==> src/rtl/fifo_pkg.sv <==
// rtl/fifo_pkg.sv - shared types and helpers for the programmable synchronous FIFO
package fifo_pkg;

  localparam int unsigned FIFO_CNT_EXTRA = 1;

  function automatic int unsigned fifo_cnt_width(input int unsigned addrsize);
    return addrsize + FIFO_CNT_EXTRA;
  endfunction

  typedef enum logic {
    FIFO_STD  = 1'b0,
    FIFO_FWFT = 1'b1
  } fifo_mode_e;

  typedef struct packed {
    logic full;
    logic empty;
    logic almost_full;
    logic almost_empty;
    logic overflow;
    logic underflow;
  } fifo_flags_t;

endpackage

==> src/rtl/sync_fifo_prog_mem.sv <==
// rtl/sync_fifo_prog_mem.sv - DEPTH x DATASIZE storage, synchronous write, asynchronous read
module sync_fifo_prog_mem #(
  parameter int DATASIZE = 8,
  parameter int ADDRSIZE = 4
) (
  input  logic                clk_i,
  input  logic                wen_acc,
  input  logic [ADDRSIZE-1:0] waddr,
  input  logic [DATASIZE-1:0] wdata,
  input  logic [ADDRSIZE-1:0] raddr,
  output logic [DATASIZE-1:0] rdata
);

  logic [DATASIZE-1:0] mem_q [2**ADDRSIZE];

  always_ff @(posedge clk_i) begin
    if (wen_acc) begin
      mem_q[waddr] <= wdata;
    end
  end

  assign rdata = mem_q[raddr];

endmodule

==> src/rtl/sync_fifo_prog.sv <==
// rtl/sync_fifo_prog.sv - single-clock FIFO with programmable thresholds, count, sticky errors, optional FWFT
module sync_fifo_prog
  import fifo_pkg::*;
#(
  parameter int DATASIZE = 8,
  parameter int ADDRSIZE = 4,
  parameter int FWFT     = 0
) (
  input  logic                  clk_i,
  input  logic                  rst_n_i,
  input  logic [DATASIZE-1:0]   din,
  input  logic                  wen,
  input  logic                  ren,
  output logic [DATASIZE-1:0]   dout,
  output logic                  fifo_full,
  output logic                  fifo_empty,
  output logic                  fifo_almost_full,
  output logic                  fifo_almost_empty,
  input  logic [ADDRSIZE:0]     af_thresh,
  input  logic [ADDRSIZE:0]     ae_thresh,
  output logic [ADDRSIZE:0]     fifo_count,
  input  logic                  clr_err,
  output logic                  overflow,
  output logic                  underflow
);

  localparam int unsigned CW = fifo_cnt_width(ADDRSIZE);
  localparam logic [CW-1:0] DEPTH_C = CW'(2**ADDRSIZE);
  localparam fifo_mode_e MODE = (FWFT != 0) ? FIFO_FWFT : FIFO_STD;

  logic [ADDRSIZE-1:0] wr_ptr_q, wr_ptr_d, rd_ptr_q, rd_ptr_d;
  logic [CW-1:0]       count_q, count_d;
  logic [DATASIZE-1:0] dout_q, dout_d, rdata;
  logic                ovf_q, ovf_d, unf_q, unf_d;
  logic                wr_acc, rd_acc;
  fifo_flags_t         flags;

  // Flags come from the registered count only, never from wen/ren.
  always_comb begin
    flags              = '0;
    flags.full         = (count_q == DEPTH_C);
    flags.empty        = (count_q == '0);
    flags.almost_full  = (count_q >= af_thresh);
    flags.almost_empty = (count_q <= ae_thresh);
    flags.overflow     = ovf_q;
    flags.underflow    = unf_q;
  end

  assign fifo_full         = flags.full;
  assign fifo_empty        = flags.empty;
  assign fifo_almost_full  = flags.almost_full;
  assign fifo_almost_empty = flags.almost_empty;
  assign overflow          = flags.overflow;
  assign underflow         = flags.underflow;
  assign fifo_count        = count_q;

  always_comb begin
    wr_acc   = wen && !flags.full;
    rd_acc   = ren && !flags.empty;
    wr_ptr_d = wr_acc ? wr_ptr_q + 1'b1 : wr_ptr_q;
    rd_ptr_d = rd_acc ? rd_ptr_q + 1'b1 : rd_ptr_q;
    count_d  = count_q;
    case ({wr_acc, rd_acc})
      2'b10:   count_d = count_q + 1'b1;
      2'b01:   count_d = count_q - 1'b1;
      default: count_d = count_q;
    endcase
    // A set on the same cycle as clr_err takes priority.
    ovf_d  = (wen && flags.full)  ? 1'b1 : (clr_err ? 1'b0 : ovf_q);
    unf_d  = (ren && flags.empty) ? 1'b1 : (clr_err ? 1'b0 : unf_q);
    dout_d = (MODE == FIFO_STD && rd_acc) ? rdata : dout_q;
  end

  always_ff @(posedge clk_i or negedge rst_n_i) begin
    if (!rst_n_i) begin
      wr_ptr_q <= '0;
      rd_ptr_q <= '0;
      count_q  <= '0;
      dout_q   <= '0;
      ovf_q    <= 1'b0;
      unf_q    <= 1'b0;
    end else begin
      wr_ptr_q <= wr_ptr_d;
      rd_ptr_q <= rd_ptr_d;
      count_q  <= count_d;
      dout_q   <= dout_d;
      ovf_q    <= ovf_d;
      unf_q    <= unf_d;
    end
  end

  sync_fifo_prog_mem #(
    .DATASIZE (DATASIZE),
    .ADDRSIZE (ADDRSIZE)
  ) u_mem (
    .clk_i   (clk_i),
    .wen_acc (wr_acc),
    .waddr   (wr_ptr_q),
    .wdata   (din),
    .raddr   (rd_ptr_q),
    .rdata   (rdata)
  );

  // FWFT exposes the head word directly; standard mode presents the read register.
  assign dout = (MODE == FIFO_FWFT) ? rdata : dout_q;

endmodule
==> config.mk <==
export PLATFORM = sky130hd
export DESIGN_NAME = sync_fifo_prog
export DESIGN_NICKNAME = d
export VERILOG_FILES = /design/src/rtl/fifo_pkg.sv /design/src/rtl/sync_fifo_prog_mem.sv /design/src/rtl/sync_fifo_prog.sv
export SDC_FILE = /design/constraint.sdc
export NUM_CORES = 1
export LEC_CHECK = 0
export CAP_MARGIN = 15
export CORE_AREA = 2 2 109 132
export CTS_BUF_LIST = sky130_fd_sc_hd__clkbuf_4
export DETAILED_ROUTE_END_ITERATION = 8
export DIE_AREA = 0 0 111 134
export PLACE_DENSITY = 0.76
export SLEW_MARGIN = 5
export SYNTH_ARGS = -nofsm -noshare
export SYNTH_HDL_FRONTEND = slang
export SYNTH_HIERARCHICAL = 1
export SYNTH_SLANG_ARGS = --single-unit
==> constraint.sdc <==
create_clock -name clk_i -period 3.2 [get_ports clk_i]
set_input_delay 0.32 -clock clk_i [delete_from_list [all_inputs] [get_ports clk_i]]
set_output_delay 0.32 -clock clk_i [all_outputs]
set_load 0.02 [all_outputs]
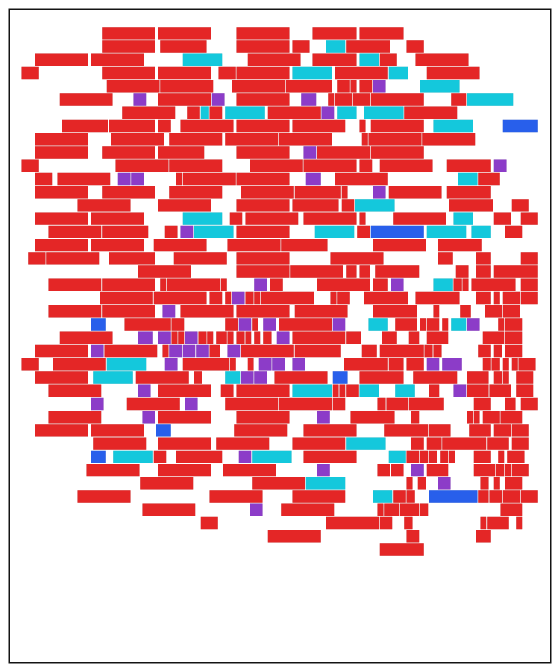
(run_1/sizes.png)
color	size	cells	most used
red	_0 and _1 cells	341	edfxtp_1
cyan	_2 cells	35	mux4_2
purple	_3 and _4 cells	48	buf_4
blue	_6 and larger	7	inv_6

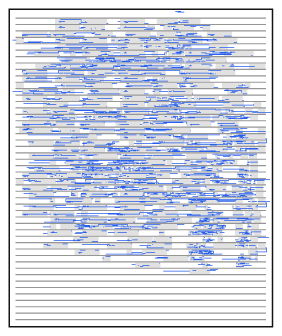
(run_1/layer_met1.png)
Supply wires on this layer in gray.
main direction	horizontal
share of all routed wire	39%
longest straight run	29.9 um
wire length on this layer	4,740 um

==> flow_summary.yaml, run 1 <==
# yosys + openroad results
floorplanning:
  floorplan.die.height_um: 134
  ios: 42
  die-width_um: 111
power_and_ir_drop:
  p_switching_mw: 2.05
  power_leader: "registers"
  sw_frac_of_total_pct: 34.1
  pwr-share-comb_pct: 37.8
  p_seq_mw: 2.67
  ir_drop_uv: 664
global_route:
  grt_pass1_vias: 3591
  globalRouteMet1Util_pct: 20.5
  antenna_found_initial: 0
  grt-busiest-layer: "met2"
  grt_util_met3_pct: 5.06
  largest_net_degree_at_the_start_of_global_routing: 36
  groute.usage.overall_pct: 17.0
clock_network:
  clock_root_buffer: "sky130_fd_sc_hd__clkbuf_4"
  postCtsSetupBuffers: 0
  clk_pin_slew_ns: 0.13
  cts_made_buffers: 17
place:
  post-dp-hpwl_um: 8190
  detailed_place.area_um2: 7080
  place_worst_setup_slack_ns: 0.219
  gpl.final_weighted_congestion: 0.857
logic_synthesis:
  yosysSeqAreaShare_pct: 69.4
  mappedNetlistArea_um2: 6370
  edf_count: 128
  chip_area_yosys_um2: 6370
  synth.logic.top_family: "multiplexers"
  ys_types: 45
  ys.warnings.count: 6
  synth_adder_area_share_pct: 3.46
  xor_share_pct: 1.10
  synth-main-ff-cell: "sky130_fd_sc_hd__edfxtp_1"
  synth_stat.cells: 346
  post_synth_inst_count: 346
routing:
  drt-initial-drc-count: 312
  wl_met3_um: 872
  routed-wl-met2_um: 6240
cells_and_area:
  post_route_cells_drive_above_1_share_pct: 20.9
  final_cell_mix: "128 x sky130_fd_sc_hd__edfxtp_1, 41 x sky130_fd_sc_hd__clkdlybuf4s50_1, 23 x sky130_fd_sc_hd__buf_4"
  multiInputGateArea_um2: 1790
  max_reg_flops: 128
  final.fill_count: 1046
  regMostFlops: "u_mem/mem_q"
  final_net_count: 458
  finish.cell_count_without_fillers: 602
critical_path:
  required_time_worst_endpoint_ns: 3.63
  cpLargestDelayFamily: "simple AND/OR/NAND/NOR gates"
  worst_r2r_path_depth: 8
  r2r_setup_slack_ns: 0.21
  setup.worst_path.start: "fifo_count[2]"
  regToRegStartpoint: "fifo_count[2]"
sta:
  worst_hold_slack_ns: 0.0760
  setup-tns-final_ns: 0
  clock_skew_ns: 0.0160
  worstMarginPinSlew_ns: 0.661
  final.setup.worst_slack_ns: 0.208
run:
  log.warning_count: 26
min_path:
  worstHoldPathType: "in2async"
outcome:
  run_status: "complete, no violations"
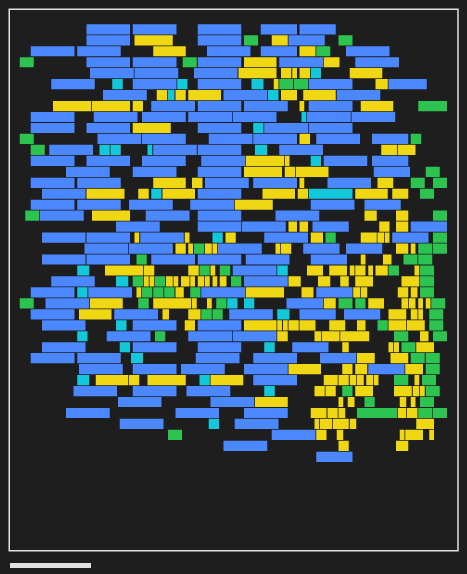
(run_1/placement_by_type.png)
Scale bar: 20 um.
color	class	cells	share of their area
blue	flops	151	62%
cyan	clock drivers and dummy loads	32	3.7%
green	other buffers and delay cells	66	8.8%
yellow	combinational and other logic	182	26%
num rows: 47
fin util: 54.3%
design area: 7370 um^2

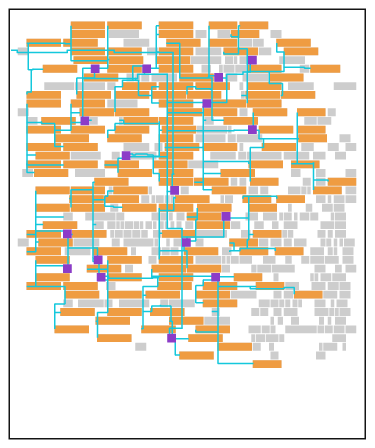
(run_1/clk_routes.png)
[orange] flip-flops | count: 151
[purple] clock drivers | count: 17
[cyan] clock wires | length: 1,480 um
routed clock nets	18
Clk power: 1.07 mW
clock network latency to the later pin of the worst-skew pair: 0.54 ns
clock share of power: 17.8%

run 1: Yosys cell counts (2+ instances only):
cell	instances	area [um^2]
sky130_fd_sc_hd__o21ai_0	4	20.0
sky130_fd_sc_hd__xor2_1	3	26.3
sky130_fd_sc_hd__buf_2	3	15.0
sky130_fd_sc_hd__buf_6	4	45.0
sky130_fd_sc_hd__mux2_2	12	135
sky130_fd_sc_hd__inv_1	15	56.3
sky130_fd_sc_hd__edfxtp_1	128	3840
sky130_fd_sc_hd__nand2b_1	3	18.8
sky130_fd_sc_hd__nand3b_1	2	15.0
sky130_fd_sc_hd__nor2_1	15	56.3
sky130_fd_sc_hd__mux4_1	14	368
sky130_fd_sc_hd__a21oi_1	9	45.0
sky130_fd_sc_hd__nand2_1	11	41.3
sky130_fd_sc_hd__clkdlybuf4s25_2	3	30.0
sky130_fd_sc_hd__nand3_1	6	30.0
sky130_fd_sc_hd__a22oi_1	16	120
sky130_fd_sc_hd__a22o_1	2	17.5
sky130_fd_sc_hd__o211ai_1	2	15.0
sky130_fd_sc_hd__and2_1	2	12.5
sky130_fd_sc_hd__nor3b_1	5	37.5
sky130_fd_sc_hd__xnor2_1	5	43.8
sky130_fd_sc_hd__dfrtp_1	23	576
sky130_fd_sc_hd__ha_1	16	200
sky130_fd_sc_hd__nor3_1	4	20.0
sky130_fd_sc_hd__nand4_1	2	12.5
sky130_fd_sc_hd__mux4_2	18	405
run 1: area by class of cell:
| cell class | count | share of cell area (%) |
|---|---|---|
| Multi-Input combinational cell | 167 | 24.2 |
| Sequential cell | 151 | 60.0 |
| Clock inverter | 14 | 1.71 |
| Timing Repair Buffer | 66 | 8.56 |
| Inverter | 15 | 0.764 |
| Clock buffer | 18 | 1.83 |
| Tap cell | 171 | 2.90 |
==> run_1/clocks.png <==
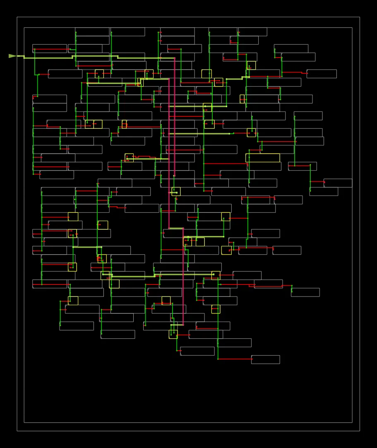

==> run 2: changes to the inputs <==
--- a/config.mk
+++ b/config.mk
@@ -6,10 +6,10 @@
 export NUM_CORES = 1
 export LEC_CHECK = 0
 export CAP_MARGIN = 15
-export CORE_AREA = 2 2 109 132
+export CORE_AREA = 4 4 111 134
 export CTS_BUF_LIST = sky130_fd_sc_hd__clkbuf_4
 export DETAILED_ROUTE_END_ITERATION = 8
-export DIE_AREA = 0 0 111 134
+export DIE_AREA = 0 0 115 138
 export PLACE_DENSITY = 0.76
 export SLEW_MARGIN = 5
 export SYNTH_ARGS = -nofsm -noshare
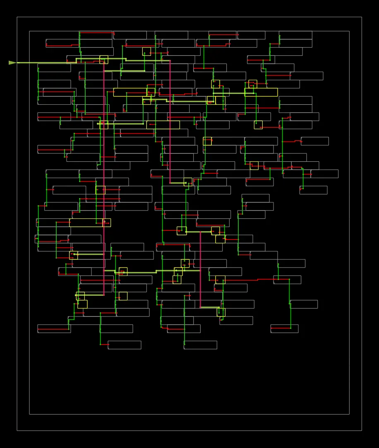
(run_2/clocks.png)
setup skew after layout: 0.0231 ns
Clk power: 1.32 mW

==> run 2 against run 1 <==
  * Register-to-register slack better by 0.11 ns
  * First-iteration DRC count shrank 7.7%
  * Worst setup slack better by 0.089 ns
  * Clock-buffer cell count rose by 1
  * Die size up 6.7%
  * Utilization up 0.23 points
  * Synthesized cell count unchanged
  * Critical path depth shrank 2
  * Sequential power is 3% higher
  * Area after synthesis is the same
  * Critical path type is now reg2out
  * Largest power group unchanged
  * Highest routed layer unchanged
==> flow_summary.yaml, run 2 <==
# yosys + openroad results
cells_and_area:
  regMostFlops: "u_mem/mem_q"
  post_route_cells_drive_above_1_share_pct: 21.5
  final_net_count: 459
  final_cell_mix: "128 x sky130_fd_sc_hd__edfxtp_1, 41 x sky130_fd_sc_hd__clkdlybuf4s50_1, 25 x sky130_fd_sc_hd__buf_4"
  max_reg_flops: 128
  antenna_cells: 0
  final.fill_count: 1085
logic_synthesis:
  synth.logic.top_family: "multiplexers"
  synth_stat.cells: 346
  synth-main-ff-cell: "sky130_fd_sc_hd__edfxtp_1"
  synthDominantCellAreaShare_pct: 60.4
  yosysSeqAreaShare_pct: 69.4
  top_cell: "sky130_fd_sc_hd__edfxtp_1"
  synth.cellmix.compoundShare_pct: 4.36
  ys_top_cells_by_area: "sky130_fd_sc_hd__edfxtp_1 60%, sky130_fd_sc_hd__dfrtp_1 9.0%, sky130_fd_sc_hd__mux4_2 6.4%"
  xor_share_pct: 1.10
  chip_area_yosys_um2: 6370
  ys.warnings.count: 6
  post_synth_inst_count: 346
  edf_count: 128
  synth_adder_area_share_pct: 3.46
  synth.cells.most_frequent: "128 x sky130_fd_sc_hd__edfxtp_1, 23 x sky130_fd_sc_hd__dfrtp_1, 18 x sky130_fd_sc_hd__mux4_2"
  ys_types: 45
  yosysTopAreaCell: "sky130_fd_sc_hd__edfxtp_1"
  mappedNetlistArea_um2: 6370
power_and_ir_drop:
  p_clk_share_pct: 21.1
  p_switching_mw: 2.06
  p_seq_mw: 2.76
  sw_frac_of_total_pct: 32.9
  power_leader: "registers"
  ir_drop_uv: 446
  pwr-share-comb_pct: 34.9
place:
  gpl.final_weighted_congestion: 0.779
  post-dp-hpwl_um: 8580
floorplanning:
  num_rows: 47
  fp.coreArea_um2: 13600
  floorplan.die.height_um: 138
  die-width_um: 115
  ios: 42
routing:
  number_of_vias_per_cell_after_detailed_routing: 5.70
  routed_wl_um: 12400
  drt_drc_violations_left: 0
  drt-initial-drc-count: 288
clock_network:
  clk_pin_slew_ns: 0.13
  cts_made_buffers: 17
  clk-insertion-delay-late_ns: 0.54
  clock_root_buffer: "sky130_fd_sc_hd__clkbuf_4"
  postCtsSetupBuffers: 0
sta:
  setup-tns-final_ns: 0
  worstMarginPinSlew_ns: 0.740
  final-setup-viol-count: 0
global_route:
  largest_net_degree_at_the_start_of_global_routing: 24
  groute.usage.overall_pct: 16.5
  grt_pass1_vias: 3597
  grt_overflow_total: 0
  antenna_found_initial: 0
critical_path:
  crit_chain: "buf_4, ha_1, a21oi_1, a21boi_0, o32ai_1, clkdlybuf4s50_1"
  cpLargestDelayFamily: "buffers and inverters"
  setup.worst_path.start: "fifo_count[3]"
  required_time_worst_endpoint_ns: 2.88
  regToRegStartpoint: "fifo_count[2]"
  critPathMaxFanout: 6
min_path:
  worstHoldPathType: "in2async"
outcome:
  run_status: "complete, no violations"
run:
  log.warning_count: 26
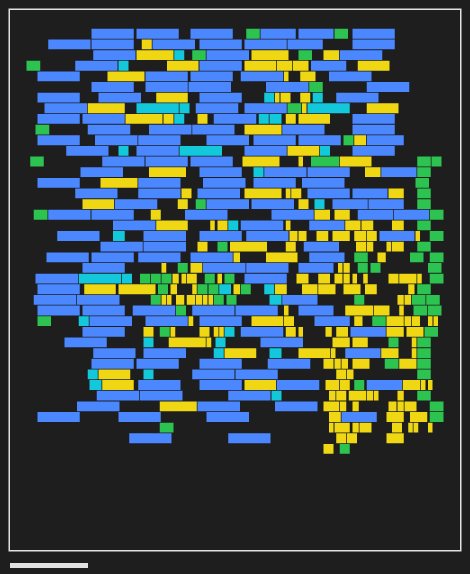
(run_2/placement_by_type.png)
Scale bar: 20 um.
color	class	cells	share of their area
green	other buffers and delay cells	67	8.6%
cyan	clock drivers and dummy loads	32	4.7%
yellow	combinational and other logic	182	26%
blue	flops	151	61%
design area: 7430 um^2
sequential share of cell area: 59.5%

==> run 2: cell type report <==
cell class	count	area [um^2]	area share [%]
tap	171	214	2.88
inverter	15	56.3	0.757
clock inverter	13	195	2.63
timing repair buffer	67	618	8.32
sequential	151	4420	59.5
clock buffer	19	143	1.92
multi-input combinational	167	1790	24.0
==> run 2: final timing paths <==
path / cells past startpoint / slack [ns] / end
min reg2reg: 1 / 0.53 / dout[7]
max in group asynchronous: 2 / 2.82 / fifo_count[0]
min in group clk_i: 3 / 0.42 / overflow
min: 2 / 0.13 / dout[4]
max: 6 / 0.30 / fifo_almost_empty
max reg2reg: 8 / 0.32 / fifo_count[4]
==> run 2: layer usage <==
metal	part of all wire, %	up-vias	wire [um]	GRT usage [%]
met2	52	103	6420	27.1
li1	-	1553	-	-
met3	5.8	20	716	4.06
met1	41	1759	5030	21.1
met5	0	-	0	0
met4	1.8	0	223	6.49
==> run 2: worst register-to-register path, delay by kind of cell, from the launching register on <==
kind | cells | cell delay, ns
adders and majority gates | 2 | 0.61
and+or+nand+nor | 2 | 1.22
DFF | 1 | 0.48
AOI/OAI and AO/OA | 3 | 0.39
buffers and inverters | 1 | 0.06
==> run 2: cell families after synthesis <==
family	after synthesis
AND-OR/OR-AND	40
XOR/XNOR	8
adder cells (fa/ha/maj)	17
buffers and inverters	28
flip-flops	151
multiplexers	44
AND/OR/NAND/NOR	58
==> run 2: metrics by stage <==
stage	hold WS (ns)	cells	instance area [um^2]	util (%)	worst slack [ns]
floorplan	0.0244	346	6370	-	0.173
global placement	0.493	571	7100	52.0	0.401
detailed placement	0.500	571	7100	52.0	0.315
CTS	0.109	603	7430	54.5	0.237
global route	0.108	603	7430	54.5	0.113
finish	0.134	603	7430	54.5	0.298
==> run_2/clk_routes.png <==
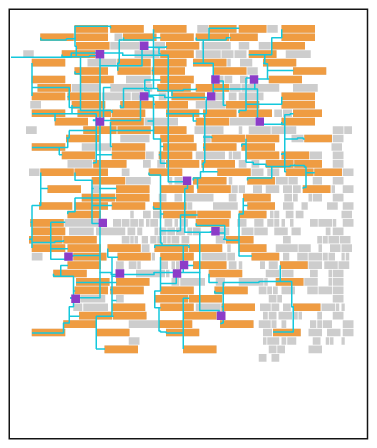

==> run 3: changes to the inputs <==
--- a/config.mk
+++ b/config.mk
@@ -6,11 +6,11 @@
 export NUM_CORES = 1
 export LEC_CHECK = 0
 export CAP_MARGIN = 15
-export CORE_AREA = 4 4 111 134
+export CORE_AREA = 4 4 114 138
 export CTS_BUF_LIST = sky130_fd_sc_hd__clkbuf_4
 export DETAILED_ROUTE_END_ITERATION = 8
-export DIE_AREA = 0 0 115 138
-export PLACE_DENSITY = 0.76
+export DIE_AREA = 0 0 118 142
+export PLACE_DENSITY = 0.73
 export SLEW_MARGIN = 5
 export SYNTH_ARGS = -nofsm -noshare
 export SYNTH_HDL_FRONTEND = slang
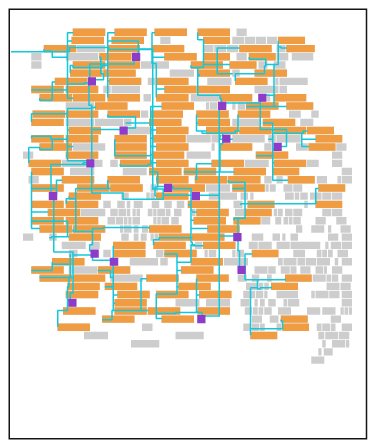
(run_3/clk_routes.png)
[cyan] clock wires | length: 1,600 um
[purple] clock drivers | count: 17
[orange] flip-flops | count: 151
routed clock nets	18

==> run 3 against run 2 <==
  * Power shrank 0.17%
  * Worst hold slack worse by 0.080 ns
  * Via count fell by 1.2%
  * Clock-buffer cell count is 1 lower
  * Cell count rose by 0.50%
  * Critical endpoint is now fifo_count[4]
  * Largest cell class unchanged
  * Highest routed layer unchanged
==> flow_summary.yaml, run 3 <==
# yosys + openroad results
floorplanning:
  ios: 42
  floorplan.die.height_um: 142
  num_rows: 48
  fp.coreArea_um2: 14300
  die-width_um: 118
logic_synthesis:
  synth_stat.cells: 346
  yosysTopAreaCell: "sky130_fd_sc_hd__edfxtp_1"
  synth-main-ff-cell: "sky130_fd_sc_hd__edfxtp_1"
  top_cell: "sky130_fd_sc_hd__edfxtp_1"
  yosysSeqAreaShare_pct: 69.4
  postSynth.asyncResetShare_pct: 15.2
  ys_top_cells_by_area: "sky130_fd_sc_hd__edfxtp_1 60%, sky130_fd_sc_hd__dfrtp_1 9.0%, sky130_fd_sc_hd__mux4_2 6.4%"
  post_synth_inst_count: 346
  chip_area_yosys_um2: 6370
  ys_types: 45
  synth.cells.most_frequent: "128 x sky130_fd_sc_hd__edfxtp_1, 23 x sky130_fd_sc_hd__dfrtp_1, 18 x sky130_fd_sc_hd__mux4_2"
  syn-mean-instance-area_um2: 18.4
  fp_nets: 386
  mappedNetlistArea_um2: 6370
  synthDominantCellAreaShare_pct: 60.4
  edf_count: 128
  ys.warnings.count: 6
critical_path:
  critical_register_to_register_path_endpoint: "fifo_count[4]"
  worst-endpoint-arrival_ns: 3.40
  setup.worst_path.start: "fifo_count[2]"
  worst_path_largest_cell_delay_ns: 0.65
  required_time_worst_endpoint_ns: 3.62
  regToRegStartpoint: "fifo_count[2]"
  r2r_setup_slack_ns: 0.21
  cpLargestDelayFamily: "simple AND/OR/NAND/NOR gates"
  cp.buffers_inverters: 1
  crit_chain: "or4_4, o21ai_2, inv_1, ha_1, ha_1, or4b_2, o311ai_0, o211ai_1"
  critPathMaxFanout: 10
  timing.critical_path.depth: 8
  worst_r2r_path_depth: 8
  critical_path.endpoint: "fifo_count[4]"
outcome:
  run_status: "complete, no violations"
cells_and_area:
  antenna_cells: 0
  area_delta_synth_final_pct: 16.9
  max_reg_flops: 128
  final_net_count: 458
  regMostFlops: "u_mem/mem_q"
  final.fill_count: 1167
  final_util_pct: 52.1
  post_route_cells_drive_above_1_share_pct: 21.1
  final_cell_mix: "128 x sky130_fd_sc_hd__edfxtp_1, 41 x sky130_fd_sc_hd__clkdlybuf4s50_1, 23 x sky130_fd_sc_hd__buf_4"
power_and_ir_drop:
  power_density_relative_to_cell_area_nw_per_um2: 840
  sw_frac_of_total_pct: 33.0
  fin_total_pwr_mw: 6.26
  p_clk_share_pct: 20.9
  pwr-share-comb_pct: 35.7
  p_switching_mw: 2.07
  ir_drop_uv: 395
sta:
  worstMarginPinSlew_ns: 0.794
  final-setup-viol-count: 0
  clock_skew_ns: 0.0110
  worst_hold_slack_ns: 0.0544
  achievable_clock_frequency_ghz: 0.335
  setup-tns-final_ns: 0
  max_slew_margin_pct: 46.8
  finalHoldViolations: 0
  grt_setup_unrepaired: "false"
global_route:
  groute.usage.overall_pct: 15.6
  grt_pass1_vias: 3487
  antenna_found_initial: 0
  grt_overflow_total: 0
  grt_first_pass_wirelength_um: 19500
  largest_net_degree_at_the_start_of_global_routing: 36
routing:
  route.vias.total: 3393
  routed_wl_um: 12400
  firstDrtPassIters: 4
  number_of_vias_per_cell_after_detailed_routing: 5.60
  route.detailed.wl_per_inst_um: 20.5
  drt_drc_violations_left: 0
  drt-initial-drc-count: 255
place:
  io_buffers: 41
  gpl.final_weighted_congestion: 0.729
  post-dp-hpwl_um: 8420
clock_network:
  clk_pin_slew_ns: 0.12
  h-tree-depth: 4
  tritoncts_clock_tree: "done"
  clk-insertion-delay-late_ns: 0.54
  clock_root_buffer: "sky130_fd_sc_hd__clkbuf_4"
  cts_resized: 0
  postCtsSetupBuffers: 0
  cts_made_buffers: 17
  cts_hold_buffers: 0
run:
  log.warning_count: 26
min_path:
  worstHoldPathType: "in2async"
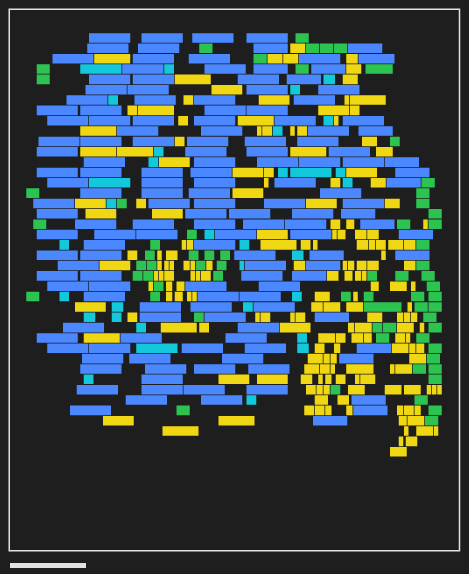
(run_3/placement_by_type.png)
Scale bar: 20 um.
color	class	cells	share of their area
cyan	clock drivers and dummy loads	32	4.6%
yellow	combinational and other logic	182	26%
blue	flops	151	61%
green	other buffers and delay cells	66	8.7%

-- run 3: cell counts after synthesis --
Identical to the previous run, type by type.
-- run 3: kinds of logic after synthesis --
| family | after synthesis | share of synthesized area, % |
|---|---|---|
| multiplexers | 44 | 14.3 |
| flip-flops | 151 | 69.4 |
| AND-OR/OR-AND | 40 | 4.36 |
| XOR/XNOR | 8 | 1.10 |
| adder cells (fa/ha/maj) | 17 | 3.46 |
| AND/OR/NAND/NOR | 58 | 4.87 |
| buffers and inverters | 28 | 2.53 |
-- run 3: layout make-up --
type | instances | area (um^2) | share of cell area, %
sequential | 151 | 4420 | 59.4
multi-input combinational | 167 | 1790 | 24.0
timing repair buffer | 66 | 631 | 8.47
tap | 175 | 219 | 2.94
clock inverter | 14 | 198 | 2.66
clock buffer | 18 | 135 | 1.81
inverter | 15 | 56.3 | 0.756
-- run 3: metrics by stage --
stage,cell area [um^2],cells,worst slack [ns]
2_1_floorplan,6370,346,0.173
3_3_place_gp,7090,573,0.328
3_5_place_dp,7090,573,0.224
4_1_cts,7420,605,0.190
5_1_grt,7450,606,0.0770
6_report,7450,606,0.215
-- run 3: metal layers --
layer	vias up	wire (um)	GRT usage, %
li1	1540	-	-
met1	1718	5040	19.5
met2	120	6410	26.8
met3	15	806	3.74
met4	0	185	6.05
met5	-	0	0
-- run 3: power by group through the flow --
stage / logic [mW] / clock network [mW] / registers [mW]
global route: 2.43 / 1.43 / 2.76
finish: 2.23 / 1.31 / 2.71
global placement: 2.21 / 0 / 2.73
CTS: 2.26 / 1.34 / 2.72
detailed placement: 2.25 / 0 / 2.76
floorplan: 1.44 / 0 / 2.78
Power figures rest on the tool's default switching activity, not on a simulated workload.
